## src/rtl/sseg_capture.sv

```systemverilog
// sseg_capture: watches a multiplexed 8-digit seven-segment display bus and
// rebuilds the displayed frame as one 3-bit glyph code per digit.
// A display value is acted on only after it has been stable for STABLE_CYCLES
// samples. Digits are collected starting from digit 0, and a complete frame is
// published once all eight digits have been seen exactly once.
module sseg_capture #(
    parameter int unsigned STABLE_CYCLES = 4
) (
    input  logic        clk_i,
    input  logic        rst_i,
    input  logic [7:0]  sseg_i,
    input  logic [7:0]  an_i,
    output logic [23:0] frame_o,
    output logic [7:0]  digit_valid_o,
    output logic        frame_done_o,
    output logic        err_o,
    output logic [7:0]  err_count_o
);

    typedef enum logic {
        SYNC,
        COLLECT
    } state_e;

    // Glyph codes. The code for an unknown pattern is still stored.
    localparam logic [2:0] CODE_DASH    = 3'd0;
    localparam logic [2:0] CODE_N       = 3'd1;
    localparam logic [2:0] CODE_ONE     = 3'd2;
    localparam logic [2:0] CODE_EIGHT   = 3'd3;
    localparam logic [2:0] CODE_ZERO    = 3'd4;
    localparam logic [2:0] CODE_SIX     = 3'd5;
    localparam logic [2:0] CODE_BLANK   = 3'd6;
    localparam logic [2:0] CODE_UNKNOWN = 3'd7;

    localparam logic [23:0] BLANK_FRAME = {8{CODE_BLANK}};

    // The stability counter holds (consecutive matching samples - 1) and
    // saturates at STABLE_CYCLES. The accept edge is the one that takes the
    // STABLE_CYCLES-th matching sample. This is the edge where the counter
    // moves from STABLE_CYCLES-2 upward. For STABLE_CYCLES == 1, every new
    // value is accepted on the edge where it first differs from the last sample.
    localparam logic [3:0] STABLE_MAX    = 4'(STABLE_CYCLES);
    localparam logic [3:0] ACCEPT_AT     = (STABLE_CYCLES >= 2) ? 4'(STABLE_CYCLES - 2) : 4'd0;
    localparam bit         SINGLE_SAMPLE = (STABLE_CYCLES == 1);

    logic [15:0] sample_q, sample_d;
    logic [3:0]  stable_cnt_q, stable_cnt_d;

    state_e      state_q, state_d;
    logic [7:0]  seen_q, seen_d;
    logic [23:0] codes_q, codes_d;
    logic [23:0] frame_q, frame_d;
    logic [7:0]  digit_valid_q, digit_valid_d;
    logic        frame_done_q, frame_done_d;
    logic        err_q, err_d;
    logic [7:0]  err_count_q, err_count_d;

    logic [15:0] incoming;
    logic        sample_match;
    logic        accept;
    logic [7:0]  an_low;
    logic        an_one_hot;
    logic [2:0]  digit_idx;
    logic [7:0]  digit_bit;
    logic [2:0]  glyph_code;
    logic        glyph_err;
    logic        store;

    assign incoming = {an_i, sseg_i};

    // Stability tracking: compare the new sample with the previous one and
    // decide whether this edge is the single accept edge of a stable period.
    always_comb begin
        sample_match = (incoming == sample_q);
        sample_d     = incoming;
        if (!sample_match) begin
            stable_cnt_d = 4'd0;
        end else if (stable_cnt_q < STABLE_MAX) begin
            stable_cnt_d = stable_cnt_q + 4'd1;
        end else begin
            stable_cnt_d = stable_cnt_q;
        end
        if (SINGLE_SAMPLE) begin
            accept = !sample_match;
        end else begin
            accept = sample_match && (stable_cnt_q == ACCEPT_AT);
        end
    end

    // Anode analysis: find the single active-low digit enable, if there is one.
    always_comb begin
        an_low     = ~an_i;
        an_one_hot = (an_low != 8'd0) && ((an_low & (an_low - 8'd1)) == 8'd0);
        digit_idx  = 3'd0;
        for (int k = 0; k < 8; k++) begin
            if (an_low[k]) begin
                digit_idx = 3'(k);
            end
        end
        digit_bit = 8'd1 << digit_idx;
    end

    // Glyph decode: map the full cathode pattern, including dp, to a code.
    always_comb begin
        glyph_err = 1'b0;
        case (sseg_i)
            8'hBF:   glyph_code = CODE_DASH;
            8'hC8:   glyph_code = CODE_N;
            8'hF9:   glyph_code = CODE_ONE;
            8'h80:   glyph_code = CODE_EIGHT;
            8'hC0:   glyph_code = CODE_ZERO;
            8'h82:   glyph_code = CODE_SIX;
            8'hFF:   glyph_code = CODE_BLANK;
            default: begin
                glyph_code = CODE_UNKNOWN;
                glyph_err  = 1'b1;
            end
        endcase
    end

    // Frame assembly: decide what an accepted value does to the collection
    // state, the working codes, the published frame and the error flags.
    always_comb begin
        state_d       = state_q;
        seen_d        = seen_q;
        codes_d       = codes_q;
        frame_d       = frame_q;
        digit_valid_d = digit_valid_q;
        frame_done_d  = 1'b0;
        err_d         = 1'b0;
        store         = 1'b0;

        if (accept && (an_i != 8'hFF)) begin
            if (!an_one_hot) begin
                err_d = 1'b1;
            end else begin
                case (state_q)
                    SYNC: begin
                        // Only digit 0 can start a frame. Other digits are
                        // silently dropped while we look for the frame start.
                        if (digit_idx == 3'd0) begin
                            store   = 1'b1;
                            err_d   = glyph_err;
                            seen_d  = 8'h01;
                            state_d = COLLECT;
                        end
                    end
                    COLLECT: begin
                        if (!seen_q[digit_idx]) begin
                            store = 1'b1;
                            err_d = glyph_err;
                            if ((seen_q | digit_bit) == 8'hFF) begin
                                frame_done_d = 1'b1;
                                seen_d       = 8'h00;
                                state_d      = SYNC;
                            end else begin
                                seen_d = seen_q | digit_bit;
                            end
                        end else if (digit_idx != 3'd0) begin
                            // A digit repeated before the frame closed means
                            // we lost step with the scan, so resynchronise.
                            err_d   = 1'b1;
                            seen_d  = 8'h00;
                            state_d = SYNC;
                        end else begin
                            // Digit 0 again: treat it as the start of a new
                            // frame and carry on collecting from here.
                            err_d  = 1'b1;
                            store  = 1'b1;
                            seen_d = 8'h01;
                        end
                    end
                    default: begin
                        state_d = SYNC;
                        seen_d  = 8'h00;
                    end
                endcase
            end
        end

        for (int k = 0; k < 8; k++) begin
            if (store && (digit_idx == 3'(k))) begin
                codes_d[3*k +: 3] = glyph_code;
                digit_valid_d[k]  = 1'b1;
            end
        end

        if (frame_done_d) begin
            frame_d = codes_d;
        end

        if (err_d && (err_count_q != 8'hFF)) begin
            err_count_d = err_count_q + 8'd1;
        end else begin
            err_count_d = err_count_q;
        end
    end

    // State register: sampling, the collection FSM and all registered outputs.
    always_ff @(posedge clk_i) begin
        if (rst_i) begin
            sample_q      <= 16'hFFFF;
            stable_cnt_q  <= 4'd0;
            state_q       <= SYNC;
            seen_q        <= 8'h00;
            codes_q       <= BLANK_FRAME;
            frame_q       <= BLANK_FRAME;
            digit_valid_q <= 8'h00;
            frame_done_q  <= 1'b0;
            err_q         <= 1'b0;
            err_count_q   <= 8'h00;
        end else begin
            sample_q      <= sample_d;
            stable_cnt_q  <= stable_cnt_d;
            state_q       <= state_d;
            seen_q        <= seen_d;
            codes_q       <= codes_d;
            frame_q       <= frame_d;
            digit_valid_q <= digit_valid_d;
            frame_done_q  <= frame_done_d;
            err_q         <= err_d;
            err_count_q   <= err_count_d;
        end
    end

    assign frame_o       = frame_q;
    assign digit_valid_o = digit_valid_q;
    assign frame_done_o  = frame_done_q;
    assign err_o         = err_q;
    assign err_count_o   = err_count_q;

endmodule

```

## config.mk

```make
export PLATFORM = sky130hd
export DESIGN_NAME = sseg_capture
export DESIGN_NICKNAME = d
export VERILOG_FILES = /design/src/rtl/sseg_capture.sv
export SDC_FILE = /design/constraint.sdc
export NUM_CORES = 1
export LEC_CHECK = 0
export CAP_MARGIN = 20
export CELL_PAD_IN_SITES_DETAIL_PLACEMENT = 1
export CELL_PAD_IN_SITES_GLOBAL_PLACEMENT = 1
export CORE_MARGIN = 2
export CORE_UTILIZATION = 30
export CTS_CLUSTER_DIAMETER = 120
export DETAILED_ROUTE_END_ITERATION = 10
export GPL_ROUTABILITY_DRIVEN = 0
export PLACE_DENSITY = 0.69
export SYNTH_ARGS = -nofsm -noshare
export SYNTH_HDL_FRONTEND = slang
export SYNTH_SLANG_ARGS = --single-unit
```

## constraint.sdc

```tcl
create_clock -name clk_i -period 2.8 [get_ports clk_i]
set_input_delay 0.7 -clock clk_i [delete_from_list [all_inputs] [get_ports clk_i]]
set_output_delay 0.7 -clock clk_i [all_outputs]
set_load 0.02 [all_outputs]
```

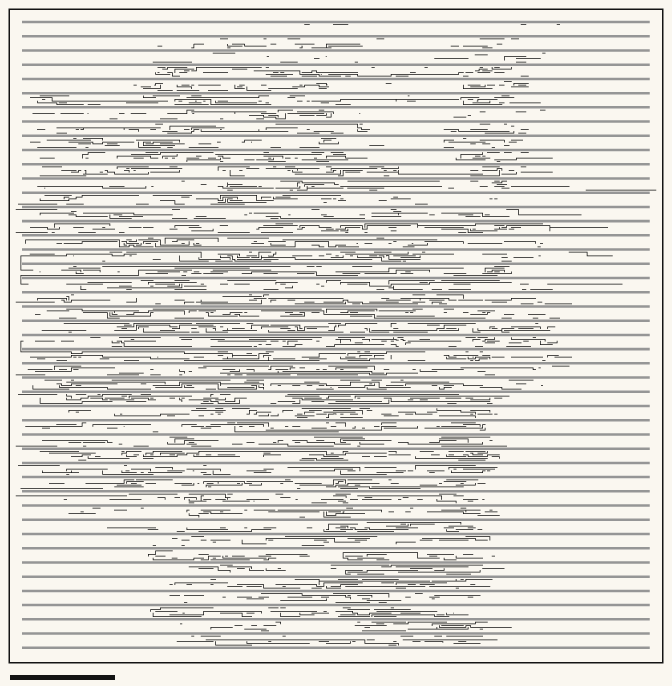
Fig. 1. Metal 1.
Bar = 20 um. Supply wires on this layer in gray.
main direction: horizontal
wire length on this layer: 6810 um
met1 Usage GRT: 0.2306
via count: 4506

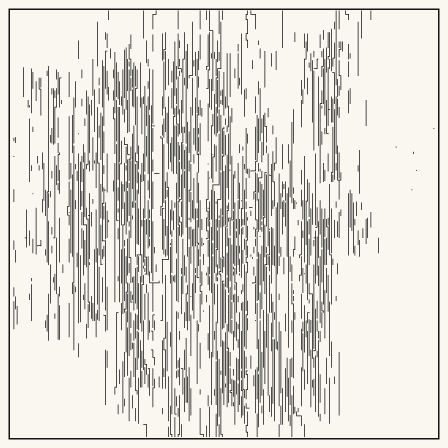
Fig. 2. The metal 2 layer.
nets with wire on the layer: 652
main direction: vertical

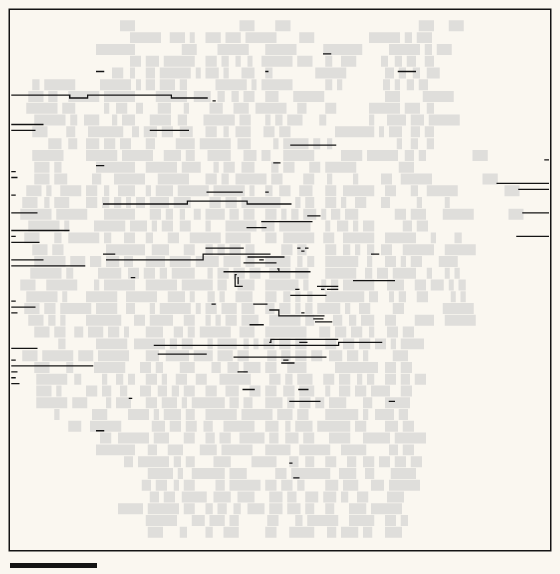
Fig. 3. Signal wires on met3.
Bar = 20 um.
wire length on this layer: 554 um
share of all routed wire: 3.3%

==> results_dict.tcl <==
# metrics dict for downstream scripts
set metrics [dict create \
    clk_share 0.04183 \
    yosys_cells 492 \
    netlist_top_cells_area "dfxtp_1, a21oi_1, nor2_1, xnor2_1, or2_2" \
    wl_met1_um 6810 \
    top_area_frac 0.4352 \
    yosys-top-cells-count "dfxtp_1, nor2_1, a21oi_1" \
    final_cells 857 \
    rr_worst_depth 9 \
    dr_wl_met2_um 8933 \
    max_slew_margin 0.5265 \
    via_per_inst 5.258 \
    clock.fmax_mhz 353.5 \
    p_leak_nw 2.595 \
    cts-buffers-inserted 9 \
    syn-cell-area_sq_um 4370 \
    synth_cells 492 \
    crit_path_max_fanout 5 \
    io-pin-count 60 \
    nFillCells 1606 \
    status "finished with violations" \
    core_area_sq_um 14370 \
    top_cell "dfxtp_1" \
    powerClk_mw 1.21 \
    violations "negative setup slack" \
    fin_tns_setup_ns -0.08009 \
    place_worst_setup_slack_ns -0.8594 \
    setup_viol 5 \
    simple_gate_area_frac 0.2534 \
    power_leader "sequential cells" \
    r2r_start "sample_q[2]" \
    setup_ws_ns -0.02860 \
    total_power_mw 2.866 \
    crit_chain "buf_2, xnor2_2, nand4_1, nor4_4, buf_4, or4b_4, nor2_2, buf_4, mux2i_1, o21ai_0" \
    fp_nets 513 \
    busiest_layer "met2" \
    yosysTopAreaCell "dfxtp_1" \
    wl_per_cell_um 19.64 \
    p_comb_mw 0.280 \
    yosys_area_sq_um 4370 \
    cts_tree "done" \
    critical_path_depth 10 \
    dominant_cells "combinational gates" \
    rsz0062_at_grt "true" \
    area_growth_pct 56.05 \
    final_area_sq_um 6820 \
    crit_buf_inv 3 \
    use_met3 0.05326 \
    final_nets 689 \
    seq_share 0.2788 \
    logic_area_sq_um 2688 \
]
